[config.mk]
export PLATFORM = sky130hd
export DESIGN_NAME = fetch_stage_flat
export DESIGN_NICKNAME = d
export VERILOG_FILES = /design/src/rtl/fetch_stage_pkg.sv /design/src/rtl/fetch_stage_if.sv /design/src/rtl/fetch_stage_if_id_reg.sv /design/src/rtl/fetch_stage.sv /design/src/flat_wrapper.sv
export SDC_FILE = /design/constraint.sdc
export NUM_CORES = 1
export LEC_CHECK = 0
export ABC_AREA = 0
export CAP_MARGIN = 20
export CORE_MARGIN = 3
export CORE_UTILIZATION = 40
export DETAILED_ROUTE_END_ITERATION = 10
export GPL_TIMING_DRIVEN = 1
export PLACE_DENSITY = 0.63
export RECOVER_POWER = 25
export SYNTH_ARGS = -nofsm -noshare
export SYNTH_HDL_FRONTEND = slang
export SYNTH_SLANG_ARGS = --single-unit
[constraint.sdc]
create_clock -name clk -period 6.49 [get_ports clk]
set_input_delay 0.9735 -clock clk [delete_from_list [all_inputs] [get_ports clk]]
set_output_delay 0.9735 -clock clk [all_outputs]
set_load 0.005 [all_outputs]
[src/rtl/fetch_stage_pkg.sv]
// Shared constants and FSM encoding for the instruction fetch stage.
package fetch_stage_pkg;

  localparam logic [31:0] NOP_INSTR = 32'h0000_0013;

  typedef logic [1:0] fetch_state_t;

  localparam fetch_state_t ISSUE = 2'd0;
  localparam fetch_state_t WAIT  = 2'd1;
  localparam fetch_state_t DROP  = 2'd2;
  localparam fetch_state_t FULL  = 2'd3;

endpackage

[src/rtl/fetch_stage_if.sv]
// Instruction-memory bus plus the IF/ID outputs seen by decode.
interface fetch_stage_if;

  logic        imem_req;
  logic [31:0] imem_addr;
  logic        imem_rvalid;
  logic [31:0] imem_rdata;
  logic [31:0] id_instr;
  logic [31:0] id_pc;
  logic [31:0] id_pc4;
  logic        id_valid;

  modport master (
    output imem_req, imem_addr, id_instr, id_pc, id_pc4, id_valid,
    input  imem_rvalid, imem_rdata
  );

  modport slave (
    input  imem_req, imem_addr, id_instr, id_pc, id_pc4, id_valid,
    output imem_rvalid, imem_rdata
  );

endinterface

[src/rtl/fetch_stage_if_id_reg.sv]
// IF/ID pipeline register: flush beats hold, hold beats load, otherwise a bubble.
module fetch_stage_if_id_reg
  import fetch_stage_pkg::*;
(
  input  logic        clk,
  input  logic        rst,
  input  logic        flush,
  input  logic        hold,
  input  logic        load,
  input  logic [31:0] new_instr,
  input  logic [31:0] new_pc,
  input  logic [31:0] new_pc4,
  output logic [31:0] instr,
  output logic [31:0] pc,
  output logic [31:0] pc4,
  output logic        valid
);

  always_ff @(posedge clk or posedge rst) begin
    if (rst) begin
      valid <= 1'b0;
      instr <= NOP_INSTR;
      pc    <= 32'd0;
      pc4   <= 32'd4;
    end else if (flush) begin
      valid <= 1'b0;
      instr <= NOP_INSTR;
    end else if (!hold) begin
      if (load) begin
        valid <= 1'b1;
        instr <= new_instr;
        pc    <= new_pc;
        pc4   <= new_pc4;
      end else begin
        // bubble keeps the last pc/pc4 so decode still sees a sane address
        valid <= 1'b0;
        instr <= NOP_INSTR;
      end
    end
  end

endmodule

[src/rtl/fetch_stage.sv]
// Fetch stage: PC, single-outstanding imem FSM, one-entry stall buffer, IF/ID register.
module fetch_stage
  import fetch_stage_pkg::*;
#(
  parameter logic [31:0] RESET_PC = 32'h0000_0000
) (
  input  logic          clk,
  input  logic          rst,
  input  logic          stall,
  input  logic          redirect,
  input  logic [31:0]   redirect_pc,
  fetch_stage_if.master bus
);

  localparam logic [31:0] START_PC = RESET_PC & ~32'h3;

  fetch_state_t state, state_nx;
  logic [31:0]  pc, pc_nx, pc4, target;
  logic [31:0]  hold_instr, hold_nx;
  logic         deliver;
  logic [31:0]  deliver_instr;

  always_comb begin
    pc4           = pc + 32'd4;
    target        = redirect_pc & ~32'h3;
    state_nx      = state;
    pc_nx         = pc;
    hold_nx       = hold_instr;
    deliver       = 1'b0;
    deliver_instr = hold_instr;
    bus.imem_req  = 1'b0;
    bus.imem_addr = pc;
    case (state)
      ISSUE: begin
        if (redirect) begin
          pc_nx = target;
        end else begin
          bus.imem_req = 1'b1;
          state_nx     = WAIT;
        end
      end
      WAIT: begin
        if (redirect) begin
          pc_nx    = target;
          state_nx = bus.imem_rvalid ? ISSUE : DROP;
        end else if (bus.imem_rvalid) begin
          if (stall) begin
            hold_nx  = bus.imem_rdata;
            state_nx = FULL;
          end else begin
            // back-to-back: next request goes out in the same cycle as the response
            deliver       = 1'b1;
            deliver_instr = bus.imem_rdata;
            pc_nx         = pc4;
            bus.imem_req  = 1'b1;
            bus.imem_addr = pc4;
          end
        end
      end
      DROP: begin
        if (redirect) pc_nx = target;
        if (bus.imem_rvalid) state_nx = ISSUE;
      end
      FULL: begin
        if (redirect) begin
          pc_nx    = target;
          state_nx = ISSUE;
        end else if (!stall) begin
          deliver       = 1'b1;
          deliver_instr = hold_instr;
          pc_nx         = pc4;
          state_nx      = ISSUE;
        end
      end
      default: state_nx = ISSUE;
    endcase
  end

  always_ff @(posedge clk or posedge rst) begin
    if (rst) begin
      state      <= ISSUE;
      pc         <= START_PC;
      hold_instr <= 32'd0;
    end else begin
      state      <= state_nx;
      pc         <= pc_nx;
      hold_instr <= hold_nx;
    end
  end

  fetch_stage_if_id_reg u_if_id_reg (
    .clk       (clk),
    .rst       (rst),
    .flush     (redirect),
    .hold      (stall),
    .load      (deliver),
    .new_instr (deliver_instr),
    .new_pc    (pc),
    .new_pc4   (pc4),
    .instr     (bus.id_instr),
    .pc        (bus.id_pc),
    .pc4       (bus.id_pc4),
    .valid     (bus.id_valid)
  );

endmodule

[src/flat_wrapper.sv]
// flat-port wrapper written by rule: the top's interface ports become plain ports
module fetch_stage_flat import fetch_stage_pkg::*;
#(
  parameter logic [31:0] RESET_PC = 32'h0000_0000
)
  (clk, rst, stall, redirect, redirect_pc, bus_imem_req, bus_imem_addr, bus_id_instr, bus_id_pc, bus_id_pc4, bus_id_valid, bus_imem_rvalid, bus_imem_rdata);
  fetch_stage_if bus_i ();
  input  logic clk;
  input  logic rst;
  input  logic stall;
  input  logic redirect;
  input  logic [31:0] redirect_pc;
  output wire logic [$bits(bus_i.imem_req)-1:0] bus_imem_req;
  output wire logic [$bits(bus_i.imem_addr)-1:0] bus_imem_addr;
  output wire logic [$bits(bus_i.id_instr)-1:0] bus_id_instr;
  output wire logic [$bits(bus_i.id_pc)-1:0] bus_id_pc;
  output wire logic [$bits(bus_i.id_pc4)-1:0] bus_id_pc4;
  output wire logic [$bits(bus_i.id_valid)-1:0] bus_id_valid;
  input wire logic [$bits(bus_i.imem_rvalid)-1:0] bus_imem_rvalid;
  input wire logic [$bits(bus_i.imem_rdata)-1:0] bus_imem_rdata;
  assign bus_imem_req = bus_i.imem_req;
  assign bus_imem_addr = bus_i.imem_addr;
  assign bus_id_instr = bus_i.id_instr;
  assign bus_id_pc = bus_i.id_pc;
  assign bus_id_pc4 = bus_i.id_pc4;
  assign bus_id_valid = bus_i.id_valid;
  assign bus_i.imem_rvalid = bus_imem_rvalid;
  assign bus_i.imem_rdata = bus_imem_rdata;
  fetch_stage #(.RESET_PC(RESET_PC)) u_core (.clk(clk), .rst(rst), .stall(stall), .redirect(redirect), .redirect_pc(redirect_pc), .bus(bus_i));
endmodule
Run 1, where the registers sit:
The bar under the picture is 50 um long.
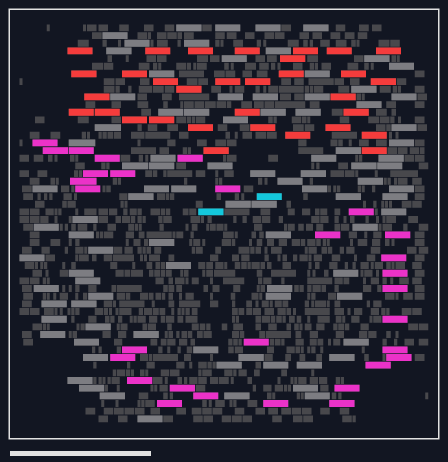
| name in the netlist | colour | placed flops |
|---|---|---|
| u_core.u_if_id_reg.pc4 | magenta | 30 |
| u_core.state | cyan | 2 |
| u_core.hold_instr | red | 32 |
not coloured: 93
Register Area: 3930 um^2
post-layout util: 0.542
Seq area share: 0.353
P_seq: 1370 uW

Run 1, wires at chosen ports, followed through buffers:
The bar under the picture is 50 um long.
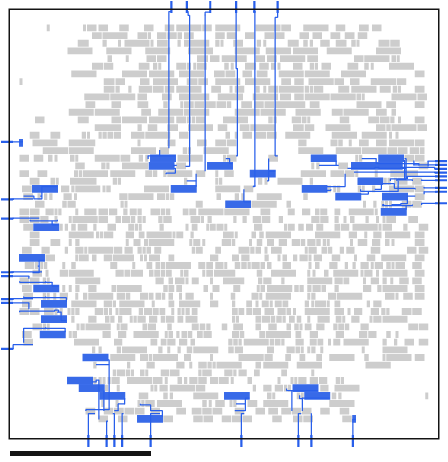
| port | colour | bits | direction | edge | end cells | buffers | wire |
|---|---|---|---|---|---|---|---|
| bus_id_pc | blue | 32 | output | 9 bottom, 9 right, 8 left, 6 top | 32 | 30 | 1010 um |

==> impl_metrics.yaml, run 1 <==
# synthesis and place-and-route metrics
outcome:
  outcome: "complete, but fails checks"
  failed_checks: "capacitance limit, slew limit"
final_layout:
  syn_to_final_growth_pct: 30.8
  area_share_nonclk_buffers: 0.182
  diodes: 1
  most-common-layout-cells: "195 x nand2_1, 184 x clkdlybuf4s50_1, 153 x dfrtp_1"
  reg_top3: "u_core.hold_instr: 32 flops, u_core.u_if_id_reg.instr: 32 flops"
  top_area_cell_class: "combinational gates"
  nonClockInverterCount: 14
  n_all_buffers: 204
  comb_cells: 687
  fillers: 1923
  lay_top_count: "nand2_1"
logic_synthesis:
  adder_share: 0.00147
  ys_sh_simple: 0.196
  yosys-top-cells-count: "195 x nand2_1, 153 x dfrtp_1, 97 x o21ai_0"
  mux_share: 0.0835
  yosys_area_um2: 8510
  syn-cell-area_um2: 8510
  yosysTopAreaCellShare: 0.450
  synth-edff-count: 0
  xor_share: 0.0782
  postSynthCellCount: 940
floorplan:
  io_pins: 199
  rows: 52
  fp-utilization: 0.414
  dieArea_um2: 23100
setup_path:
  endpoint_kind: "output pin"
  path_depth: 8
  worstPathArrival_ns: 3.98
  crit_path_max_incr_delay_ns: 0.95
  r2r_start: "u_core.state[1]$_DFFE_PP0P_"
  r2r-end: "u_core.pc[27]$_DFFE_PP0P_"
  rrSetupSlack_ns: 3.66
  reg2reg_depth: 6
  critPathCapture: "bus_imem_addr[30]"
  crit_chain: "clkdlybuf4s50_1, nand2b_1, nor2_1, buf_4, nand3_1, nor2_1, xor2_1, clkdlybuf4s50_1"
sta:
  slew_viol_final: 52
  period_minus_slack_ns: 4.95
  final_hold_viol_count: 0
  fin_crit_sh: 0.763
  slew_headroom: -0.622
global_routing:
  grt-busiest-layer: "met2"
  grt_pass1_wl_mm: 40.6
  grt_max_degree: 107
run:
  warnings: 29
  cap_violations: 1
clock_tree:
  clock_latency_ns: 0.43
  cts_sinks: 157
  cts_setup_buffers: 0
  cts_inserted_buffers: 17
  clock_tree.buffer_depth: 2
pwr:
  p_leak_uw: 0.00473
  share_comb_of_total_power: 0.251
  maxPowerGroup: "sequential cells"
  clock_power_uw: 1050
routing:
  ant_nets: 0
  remaining_drc_errors: 0
  vias_per_cell: 5.43
  wl_per_cell_um: 18.6
placement:
  dp_hpwl_mm: 17.4
  portBuffers: 190
  gp_congestion: 0.924
worst_hold_path:
  hold_path.class: "reg -> reg"
  hold_end: "u_core.u_if_id_reg.pc4[27]$_DFFE_PP0P_"
Run 1, M1 wires:
The bar under the picture is 50 um long. Supply wires on this layer in grey. Cells faint in the background.
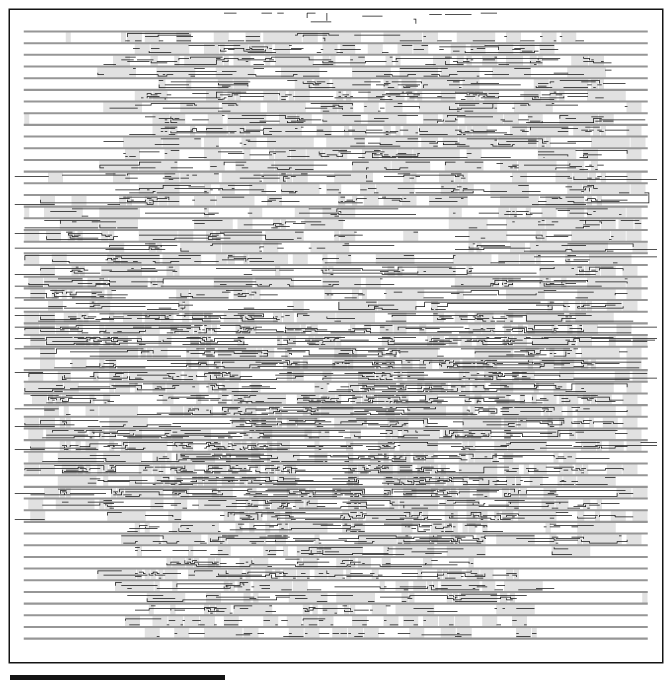
share of all routed wire: 46%
wire length on this layer: 11700 um
nets with wire on the layer: 1032
main direction: horizontal
longest straight run: 40.5 um
met1 usage: 0.308
drt total wl: 25.4 mm
total number of vias: 7414

==> inputs of run 2 (changes only) <==
--- a/config.mk
+++ b/config.mk
@@ -11,7 +11,7 @@
 export CORE_UTILIZATION = 40
 export DETAILED_ROUTE_END_ITERATION = 10
 export GPL_TIMING_DRIVEN = 1
-export PLACE_DENSITY = 0.63
+export PLACE_DENSITY = 0.66
 export RECOVER_POWER = 25
 export SYNTH_ARGS = -nofsm -noshare
 export SYNTH_HDL_FRONTEND = slang
==> constraint.sdc (replaced) <==
create_clock -name clk -period 4.45 [get_ports clk]
set_input_delay 0.6675 -clock clk [delete_from_list [all_inputs] [get_ports clk]]
set_output_delay 0.6675 -clock clk [all_outputs]
set_load 0.005 [all_outputs]
Run 2, M1 wires:
The bar under the picture is 50 um long. Supply wires on this layer in grey. Cells faint in the background.
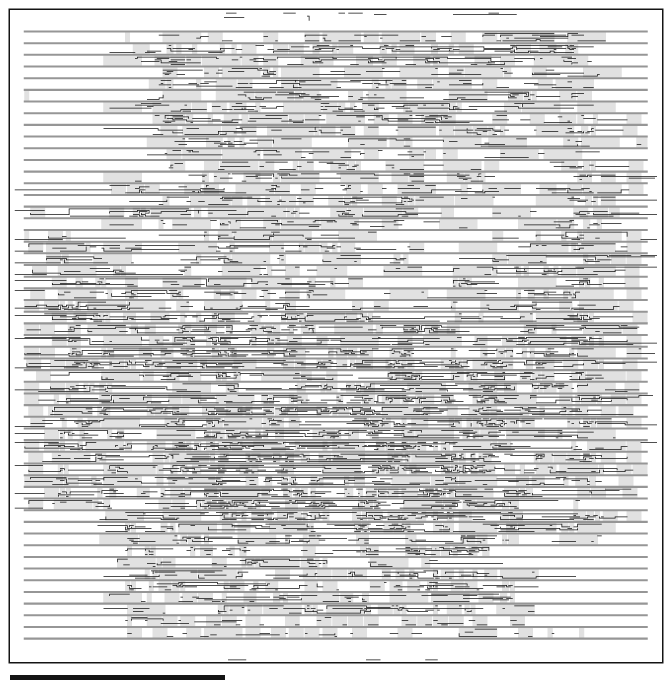
longest straight run: 39.6 um
main direction: horizontal
nets with wire on the layer: 1045
share of all routed wire: 44%

Run 2, where the registers sit:
The bar under the picture is 50 um long.
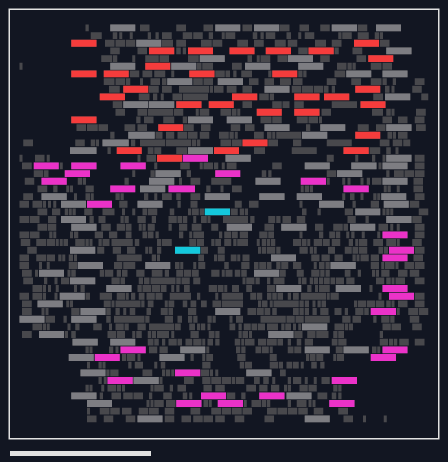
| name in the netlist | colour | placed flops |
|---|---|---|
| u_core.hold_instr | red | 32 |
| u_core.u_if_id_reg.pc4 | magenta | 30 |
| u_core.state | cyan | 2 |
post-layout util: 0.546
Seq area share: 0.350
P_seq: 1980 uW

Run 2, congestion heat map:
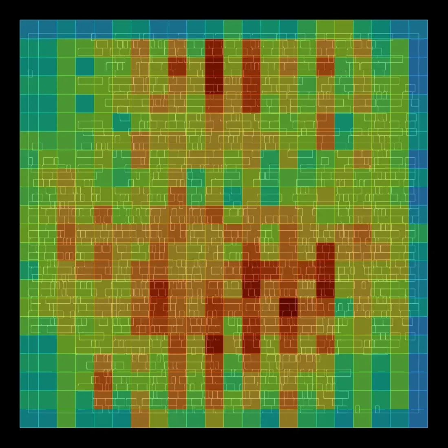
WL/cell: 18.8 um
GR Util met2: 0.341
met1 usage: 0.312

==> run 2 against run 1 <==
Effect of this change:
- the run still ends with capacitance limit, slew limit left
- final cell count grew 1.0%
- clock skew rose by 0.0016 ns
- global-route usage rose by 0.36 points
- count of clock-buffer cells in the layout down 2
- clock power increased by 45%
- critical path depth decreased by 2
- core utilization rose by 0.46 points
- die size unchanged
- combinational power rose by 52%
- register-to-register slack worse by 1.9 ns
- wire length up 2.0%
- critical endpoint is now bus_imem_addr[31]
==> impl_metrics.yaml, run 2 <==
# synthesis and place-and-route metrics
setup_path:
  path_depth: 6
  endpoint_kind: "output pin"
  r2r-end: "u_core.pc[22]$_DFFE_PP0P_"
  worstPathArrival_ns: 3.39
  rrSetupSlack_ns: 1.74
  setup.worst_path.start: "u_core.pc[12]$_DFFE_PP0P_"
  reg2reg_depth: 8
  startpoint_type: "register"
  r2r_start: "u_core.pc[2]$_DFFE_PP0P_"
  crit_path_max_incr_delay_ns: 0.69
  critPathCapture: "bus_imem_addr[31]"
  crit_chain: "nand4_2, or4_1, nor2_1, nand3_1, xnor2_1, clkdlybuf4s50_1"
  critPathBufInv: 1
  crit_slowest_cell: "or4_1"
clock_tree:
  cts_sinks: 157
  cts_tree: "yes"
  cts_inserted_buffers: 17
  clock_tree.buffer_depth: 2
  htreeDepth: 4
  clock_latency_ns: 0.44
  cts_setup_buffers: 0
  clk_pin_slew_worst_paths_ns: 0.06
logic_synthesis:
  mux_share: 0.0835
  adder_share: 0.00147
  synth-edff-count: 0
  xor_share: 0.0782
  yosysTopAreaCellShare: 0.450
  synthTopCellsByArea: "dfrtp_1 45%, nand2_1 8.6%, o21ai_0 5.7%"
  ys_warn_count: 0
  synth_flop_count: 157
  yosys-stat-cells: 940
  yosys-top-cells-count: "195 x nand2_1, 153 x dfrtp_1, 97 x o21ai_0"
  syn-cell-area_um2: 8510
  ys_sh_simple: 0.196
  yosys_area_um2: 8510
  postSynthCellCount: 940
  aoi_share: 0.126
pwr:
  p_comb_uw: 1230
  p_leak_uw: 0.00479
  power.total_uw: 4730
  maxPowerGroup: "sequential cells"
  p_per_area_nw_per_um2: 421
  clock_power_uw: 1520
  share_comb_of_total_power: 0.260
  seqPwrFrac: 0.418
  swShare: 0.302
  irDropWorstVdd_mv: 0.241
  intPower_uw: 3300
final_layout:
  fillers: 1897
  final_cells: 1379
  nClkBuffers: 18
  lay_top_count: "nand2_1"
  most-common-layout-cells: "195 x nand2_1, 187 x clkdlybuf4s50_1, 153 x dfrtp_1"
  top_area_cell_class: "combinational gates"
  register_area_um2: 3930
  sh_comb_area: 0.371
  diodes: 0
  nonClockInverterCount: 14
  n_all_buffers: 219
  reg_top3: "u_core.hold_instr: 32 flops, u_core.u_if_id_reg.instr: 32 flops"
  area_share_nonclk_buffers: 0.189
  comb_cells: 687
  syn_to_final_growth_pct: 32.0
  layout.nets: 1166
sta:
  fin_crit_sh: 0.911
  tightest_slew_ns: 2.26
  slew_viol_final: 158
  period_minus_slack_ns: 4.05
  rsz0062_at_grt: "no"
  final_hold_viol_count: 0
  slew_headroom: -0.506
  fin_worst_skew_ns: 0.0102
  fmax_ghz: 0.247
  setup_violations: 0
  whs_ns: 0.475
global_routing:
  gr-total-overflow: 0
  grt_max_degree: 158
  grt-busiest-layer: "met2"
  met3_usage: 0.0478
  grt_pass1_vias: 7248
  grt_pass1_wl_mm: 41.2
placement:
  portBuffers: 190
  dp_hpwl_mm: 17.8
  dp_cells: 1347
  gp_congestion: 0.933
  detailedPlace.worstSlack_ns: 0.744
routing:
  wl_met1_mm: 11.4
  vias_per_cell: 5.47
  remaining_drc_errors: 0
  wl_mm: 25.9
  vias: 7545
  dr.pass1.iters: 5
  wl_met3_mm: 1.83
  ant_nets: 0
floorplan:
  dieWidth_um: 152
  io_pins: 199
  fp-utilization: 0.414
  rows: 52
  dieArea_um2: 23100
outcome:
  outcome: "complete, but fails checks"
  failed_checks: "capacitance limit, slew limit"
run:
  warnings: 30
  cap_violations: 1
worst_hold_path:
  hold_path.class: "reg -> reg"
  hold_end: "u_core.u_if_id_reg.pc[29]$_DFFE_PP0P_"
Power and IR drop assume default switching activity.
